<file path="src/rtl/id_stage_reg.sv">
// IF/ID pipeline register for the 3-stage RISC-V core.
// Takes fetched words over a ready/valid handshake. A one-entry skid buffer
// absorbs the word that the BRAM already has in flight when the stage stalls.
// The stage splits the held instruction into raw fields, detects load-use
// hazards against the instruction in EX, and is killed by a branch/jump flush.
module id_stage_reg #(
    parameter int          XLEN     = 32,
    parameter logic [31:0] NOP_INST = 32'h0000_0013,
    parameter logic [XLEN-1:0] RESET_PC = '0
) (
    input  logic            Clock,
    input  logic            Reset,
    input  logic [31:0]     fetch_inst,
    input  logic [XLEN-1:0] fetch_pc,
    input  logic            fetch_valid,
    output logic            fetch_ready,
    input  logic            stall_in,
    input  logic            flush,
    output logic            stall_out,
    output logic            load_use,
    output logic            id_issue,
    output logic            id_valid,
    output logic [XLEN-1:0] id_pc,
    output logic [31:0]     id_inst,
    output logic [6:0]      Opcode,
    output logic [4:0]      rd,
    output logic [2:0]      funct3,
    output logic [4:0]      rs1,
    output logic [4:0]      rs2,
    output logic [6:0]      funct7,
    output logic [19:0]     immA,
    output logic [11:0]     immB,
    output logic [6:0]      immC,
    output logic [4:0]      immD
);

    localparam logic [6:0] OPC_LUI       = 7'b0110111;
    localparam logic [6:0] OPC_AUIPC     = 7'b0010111;
    localparam logic [6:0] OPC_JAL       = 7'b1101111;
    localparam logic [6:0] OPC_BRANCH    = 7'b1100011;
    localparam logic [6:0] OPC_STORE     = 7'b0100011;
    localparam logic [6:0] OPC_ARI_RTYPE = 7'b0110011;
    localparam logic [6:0] OPC_LOAD      = 7'b0000011;

    logic            r_id_valid;
    logic [31:0]     r_id_inst;
    logic [XLEN-1:0] r_id_pc;
    logic            r_skid_valid;
    logic [31:0]     r_skid_inst;
    logic [XLEN-1:0] r_skid_pc;
    logic            r_ex_load_valid;
    logic [4:0]      r_ex_rd;

    logic            w_accept;
    logic            w_advance;
    logic            w_uses_rs1;
    logic            w_uses_rs2;
    logic            w_load_use;
    logic            w_stall;
    logic            w_issue;

    // Raw instruction fields, straight slices of the held word.
    assign Opcode = r_id_inst[6:0];
    assign rd     = r_id_inst[11:7];
    assign funct3 = r_id_inst[14:12];
    assign rs1    = r_id_inst[19:15];
    assign rs2    = r_id_inst[24:20];
    assign funct7 = r_id_inst[31:25];
    assign immA   = r_id_inst[31:12];
    assign immB   = r_id_inst[31:20];
    assign immC   = r_id_inst[31:25];
    assign immD   = r_id_inst[11:7];

    assign id_valid    = r_id_valid;
    assign id_inst     = r_id_inst;
    assign id_pc       = r_id_pc;
    assign fetch_ready = !r_skid_valid;
    assign load_use    = w_load_use;
    assign stall_out   = w_stall;
    assign id_issue    = w_issue;

    // Hazard detection and handshake qualifiers.
    always_comb begin
        w_uses_rs1 = !((Opcode == OPC_LUI) || (Opcode == OPC_AUIPC) || (Opcode == OPC_JAL));
        w_uses_rs2 = (Opcode == OPC_BRANCH) || (Opcode == OPC_STORE) || (Opcode == OPC_ARI_RTYPE);
        w_load_use = r_id_valid && r_ex_load_valid && (r_ex_rd != 5'd0) &&
                     ((w_uses_rs1 && (rs1 == r_ex_rd)) || (w_uses_rs2 && (rs2 == r_ex_rd)));
        w_stall    = stall_in || w_load_use;
        w_advance  = !w_stall && !flush;
        w_issue    = r_id_valid && w_advance;
        w_accept   = fetch_valid && !r_skid_valid;
    end

    // ID register and skid buffer: flush kills both, advance refills ID
    // (skid first), a stall parks any accepted word in the skid.
    always_ff @(posedge Clock) begin
        if (Reset) begin
            r_id_valid   <= 1'b0;
            r_id_inst    <= NOP_INST;
            r_id_pc      <= RESET_PC;
            r_skid_valid <= 1'b0;
            r_skid_inst  <= NOP_INST;
            r_skid_pc    <= RESET_PC;
        end else if (flush) begin
            r_id_valid   <= 1'b0;
            r_id_inst    <= NOP_INST;
            r_skid_valid <= 1'b0;
        end else if (w_advance) begin
            if (r_skid_valid) begin
                r_id_valid   <= 1'b1;
                r_id_inst    <= r_skid_inst;
                r_id_pc      <= r_skid_pc;
                r_skid_valid <= 1'b0;
            end else if (w_accept) begin
                r_id_valid <= 1'b1;
                r_id_inst  <= fetch_inst;
                r_id_pc    <= fetch_pc;
            end else begin
                r_id_valid <= 1'b0;
                r_id_inst  <= NOP_INST;
            end
        end else if (w_accept) begin
            r_skid_valid <= 1'b1;
            r_skid_inst  <= fetch_inst;
            r_skid_pc    <= fetch_pc;
        end
    end

    // Track whether EX holds a load and its destination; any cycle that
    // moves EX without issuing puts a bubble there.
    always_ff @(posedge Clock) begin
        if (Reset) begin
            r_ex_load_valid <= 1'b0;
            r_ex_rd         <= 5'd0;
        end else if (flush) begin
            r_ex_load_valid <= 1'b0;
        end else if (stall_in) begin
            r_ex_load_valid <= r_ex_load_valid;
        end else if (w_issue) begin
            r_ex_load_valid <= (Opcode == OPC_LOAD);
            r_ex_rd         <= rd;
        end else begin
            r_ex_load_valid <= 1'b0;
        end
    end

endmodule

</file>
<file path="config.mk">
export PLATFORM = sky130hd
export DESIGN_NAME = id_stage_reg
export DESIGN_NICKNAME = d
export VERILOG_FILES = /design/src/rtl/id_stage_reg.sv
export SDC_FILE = /design/constraint.sdc
export NUM_CORES = 1
export LEC_CHECK = 0
export CAP_MARGIN = 10
export CELL_PAD_IN_SITES_DETAIL_PLACEMENT = 1
export CELL_PAD_IN_SITES_GLOBAL_PLACEMENT = 1
export CORE_MARGIN = 5
export CORE_UTILIZATION = 37
export CTS_BUF_LIST = sky130_fd_sc_hd__clkbuf_8
export CTS_CLUSTER_DIAMETER = 200
export DETAILED_ROUTE_END_ITERATION = 10
export GPL_TIMING_DRIVEN = 1
export MAX_ROUTING_LAYER = met4
export PLACE_DENSITY = 0.84
export SLEW_MARGIN = 20
export SYNTH_ARGS = -nofsm -noshare
export SYNTH_HDL_FRONTEND = slang
export SYNTH_SLANG_ARGS = --single-unit
</file>
<file path="constraint.sdc">
create_clock -name Clock -period 3 [get_ports Clock]
set_input_delay 0.6 -clock Clock [delete_from_list [all_inputs] [get_ports Clock]]
set_output_delay 0.6 -clock Clock [all_outputs]
set_load 0.1 [all_outputs]
</file>
Fig. 1: run 1, metal 1
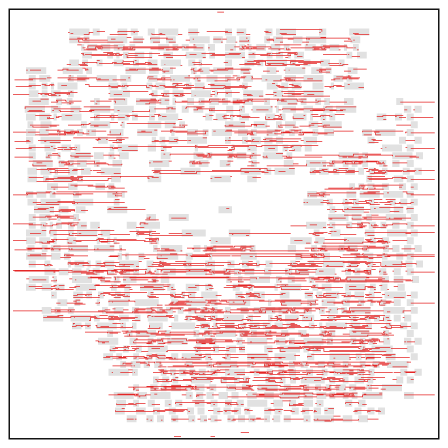
longest straight run: 44.6 um
share of all routed wire: 43%
nets with wire on the layer: 867
main direction: horizontal
wire length on this layer: 8930 um
Via Count: 5901
aggregate routed wire length: 21010 um
met1 Use GR: 0.2216

Fig. 2: run 1, met2 routing
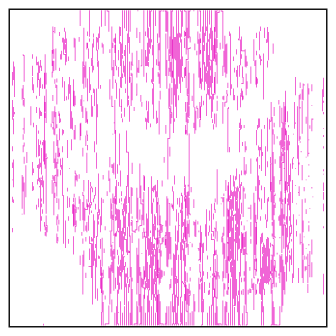
nets with wire on the layer: 872
share of all routed wire: 50%
main direction: vertical
wire length on this layer: 10400 um
longest straight run: 51.2 um
met2 usage: 0.3185

==> Slide: Implementation Results, run 1 <==
Synthesis and Place & Route Summary

Layout
  – Clock buffer cells: 18
  – Leading cell kind: multi-input combinational cells
  – Final nets: 971
  – Area occupied by multi-input gates: 0.003762 sq mm
  – Number of non-clock inverters: 3
  – Layout cells sized above 1: 0.2798
  – Post-route design area: 0.009196 sq mm
  – Most used logic cell in the final layout: buf_4
  – Sequential cell count: 136
  – Sequential share of cell area: 0.3000
  – Number of non-clock buffers: 232
  – Combinational share of cell area: 0.4091
  – Antenna cells: 0
  – Area delta synth->final: 25.88%

Drt
  – Initial DRC count: 248
  – Post-Route M1 WL: 8932 um
  – Met3 wire length: 1306 um
  – Vias/cell: 5.001
  – Wire per inst: 17.81 um
  – Antenna viol nets, final: 0
  – TritonRoute pass-1 iters: 4

Worst setup path
  – Type of element capturing the critical path: output pin
  – Slowest cell on crit path: or3_1
  – Max incr delay on CP: 0.39 ns
  – Crit-path cells: or3_1 -> o311a_4 -> and4_4 -> nor4_4 -> buf_12
  – CP Class: reg2out
  – Startpoint types: register
  – CP Data Arrival Time: 2.27 ns
  – CP bufs+invs: 1
  – Max FO, Critical Path: 5
  – Levels on crit path: 5

Synthesis
  – Synthesized area: 0.007306 sq mm
  – Floorplan Nets: 861
  – Yosys cell types: 41
  – Simple Share, Synth: 0.2141
  – Dominant Register Cell: dfxtp_1
  – Adder Share, Synth: 0
  – Yosys aoi share: 0.09711
  – Commonest cells post-synth: 136 x dfxtp_1, 132 x nand2b_1, 101 x mux2i_1, 76 x buf_4, 58 x a31oi_1
  – Post-synth EDFFs: 0
  – Yosys cell count: 792

STA
  – Worst Skew: 0.01684 ns
  – Setup_tns: 0 ns
  – Final Hold Violation Tally: 0
  – Final Max Tran Viols: 0
  – Fmax: 0.3485 GHz
  – Slew @ Worst Pin: 0.7209 ns
  – Fin crit period: 2.869 ns

Min path
  – Hold Path End: r_skid_inst[24]$_SDFFE_PP0P_
  – Hold path start: r_skid_inst[24]$_SDFFE_PP0P_
  – Min-Delay Path Class: reg2reg

Floorplanning
  – Core box area: 0.01946 sq mm
  – Die width: 150.5 um
  – Top-Level Pins: 214
  – Initial Util: 0.3754

Clock tree
  – Clock latency on the worst-skew pair: 0.44 ns
  – CTS H-tree lvls: 4
  – CTS root buffer: clkbuf_8
  – Resized cells post-CTS: 1
  – Sink Count: 136
  – Number of CTS-inserted buffers: 17

Power and ir drop
  – Seq pwr: 1920 uW
  – Leak: 0.003660 uW
  – VDD IR-drop max: 238.5 uV
  – Pwr per Cell Area: 472.3 mW/mm^2
  – Pint: 2772 uW
  – Clock share of power: 0.305

GRT
  – Number of global-route vias before repair: 6176
  – Initial antenna violation count: 0
  – Most Used Layer, Global Route: met2
  – Largest net degree at the start of global routing: 129
  – First-pass GRT wire length: 32860 um

Run
  – Max-cap viol count: 0

Run status
  – Outcome: finished, final reports clean

Place
  – Routability congestion estimate from global placement: 0.8340
Fig. 3: run 1, signal wires on met3
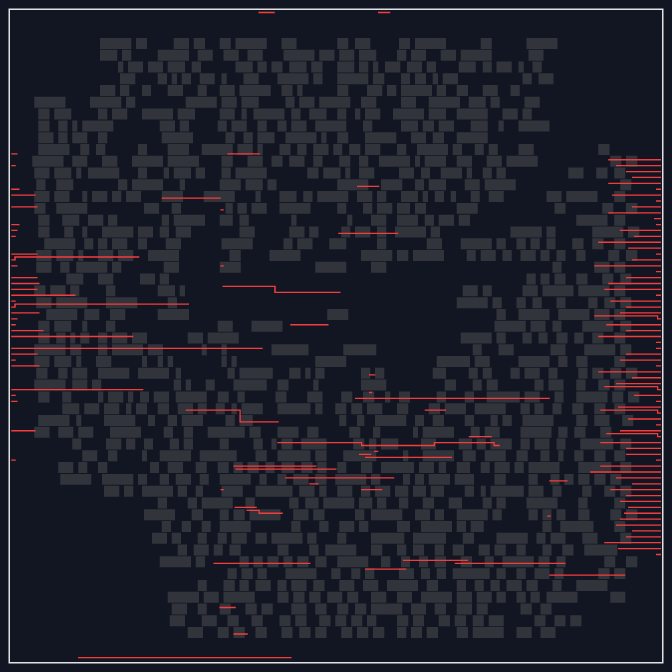
main direction: horizontal
share of all routed wire: 6.2%
longest straight run: 57.7 um
met3 Use GR: 0.04154

Fig. 4: run 1, metal 4
The bar under the picture is 50 um long.
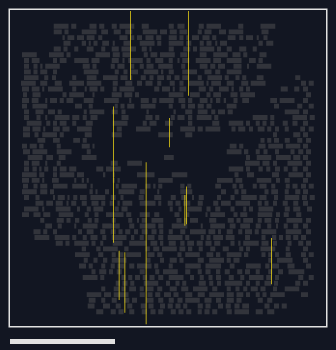

==> inputs of run 2 (changes only) <==
Settings changed: CORE_MARGIN 5 to unset.
Fig. 5: run 2, metal 4
The bar under the picture is 50 um long.
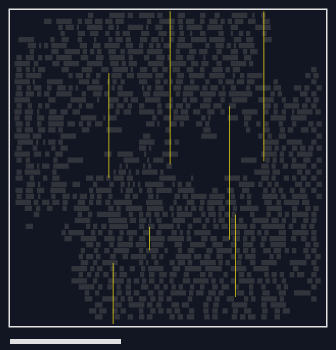
nets with wire on the layer: 6
longest straight run: 68.7 um
share of all routed wire: 1.6%
aggregate routed wire length: 20180 um
Via Count: 5926

==> Slide: Implementation Results, run 2 <==
Synthesis and Place & Route Summary

Min path
  – Hold Path End: r_skid_inst[30]$_SDFFE_PP0P_
  – Hold path start: r_skid_inst[30]$_SDFFE_PP0P_

Drt
  – Initial DRC count: 246 (-0.81%)
  – Antenna viol nets, final: 0 (unchanged)
  – Met3 wire length: 907 um (-31%)
  – TritonRoute pass-1 iters: 4 (unchanged)
  – Vias/cell: 5.039 (+0.77%)
  – Post-Route M1 WL: 8772 um (-1.8%)
  – Wire per inst: 17.16 um (-3.6%)

STA
  – Final Hold Violation Tally: 0 (unchanged)
  – Setup_tns: 0 ns (unchanged)
  – Final Max Tran Viols: 0 (unchanged)
  – Fin crit period: 2.882 ns (+0.01263 ns)
  – Fmax: 0.3470 GHz (-0.44%)
  – Slew margin rel.: 0.5106
  – Worst Skew: 0.01532 ns (-0.001516 ns)
  – Slew @ Worst Pin: 0.7341 ns (+0.01323 ns)
  – Setup ws final: 0.1183 ns

Synthesis
  – Dominant Register Cell: dfxtp_1
  – Adder Share, Synth: 0 (unchanged)
  – Commonest cells post-synth: 136 x dfxtp_1, 132 x nand2b_1, 101 x mux2i_1, 76 x buf_4, 58 x a31oi_1
  – Post-synth EDFFs: 0 (unchanged)
  – Yosys cell count: 792 (unchanged)
  – Yosys cell types: 41 (unchanged)
  – Synthesized area: 0.007306 sq mm (unchanged)
  – Yosys aoi share: 0.09711 (unchanged)

Place
  – Dpl hpwl: 13550 um
  – Routability congestion estimate from global placement: 0.8648 (+3.7%)

Layout
  – Number of non-clock inverters: 3 (unchanged)
  – Area delta synth->final: 27.08%
  – Antenna cells: 0 (unchanged)
  – Final nets: 967 (-0.41%)
  – Post-route design area: 0.009284 sq mm (+0.95%)
  – Layout cells sized above 1: 0.2799 (about the same)
  – Sequential share of cell area: 0.2972 (-0.002830)
  – Sequential cell count: 136 (unchanged)
  – Number of non-clock buffers: 228 (-1.7%)
  – Area occupied by multi-input gates: 0.003769 sq mm (+0.17%)
  – Multi-input gates: 512

Clock tree
  – Clock latency on the worst-skew pair: 0.45 ns (about the same)
  – CTS H-tree lvls: 4 (unchanged)
  – Number of CTS-inserted buffers: 17 (unchanged)
  – CTS root buffer: clkbuf_8
  – Sink Count: 136 (unchanged)

Worst setup path
  – CP bufs+invs: 1 (unchanged)
  – Max FO, Critical Path: 5 (unchanged)
  – CP Data Arrival Time: 2.28 ns (about the same)
  – Slowest cell on crit path: or3_1
  – Max incr delay on CP: 0.40 ns (about the same)
  – Startpoint types: register
  – CP Class: reg2out
  – Levels on crit path: 5 (unchanged)
  – Crit-path cells: or3_1 -> o311a_4 -> and4_4 -> nor4_4 -> buf_12
  – Type of element capturing the critical path: output pin

Floorplanning
  – Initial Util: 0.3766 (+0.001235)
  – Core box area: 0.01940 sq mm (-0.33%)
  – Top-Level Pins: 214 (unchanged)
  – Die width: 142.5 um (-5.3%)
  – Die Size: 0.02031 sq mm

GRT
  – First-pass GRT wire length: 31510 um (-4.1%)
  – Met1 Use GR: 0.2335 (+0.01189)
  – Most Used Layer, Global Route: met2
  – Met3 Use GR: 0.04071 (-0.0008279)
  – Met2 usage: 0.3584 (+0.03990)
  – Initial antenna violation count: 0 (unchanged)

Power and ir drop
  – VDD IR-drop max: 263.0 uV (+10%)
  – Pwr per Cell Area: 500.5 mW/mm^2 (+6.0%)
  – Pint: 3041 uW (+9.7%)
  – Seq pwr: 1920 uW (about the same)
  – Leak: 0.003672 uW (+0.32%)

Run status
  – Outcome: finished, final reports clean

Run
  – Max-cap viol count: 0 (unchanged)
Power is estimated from default activity; no workload was simulated.
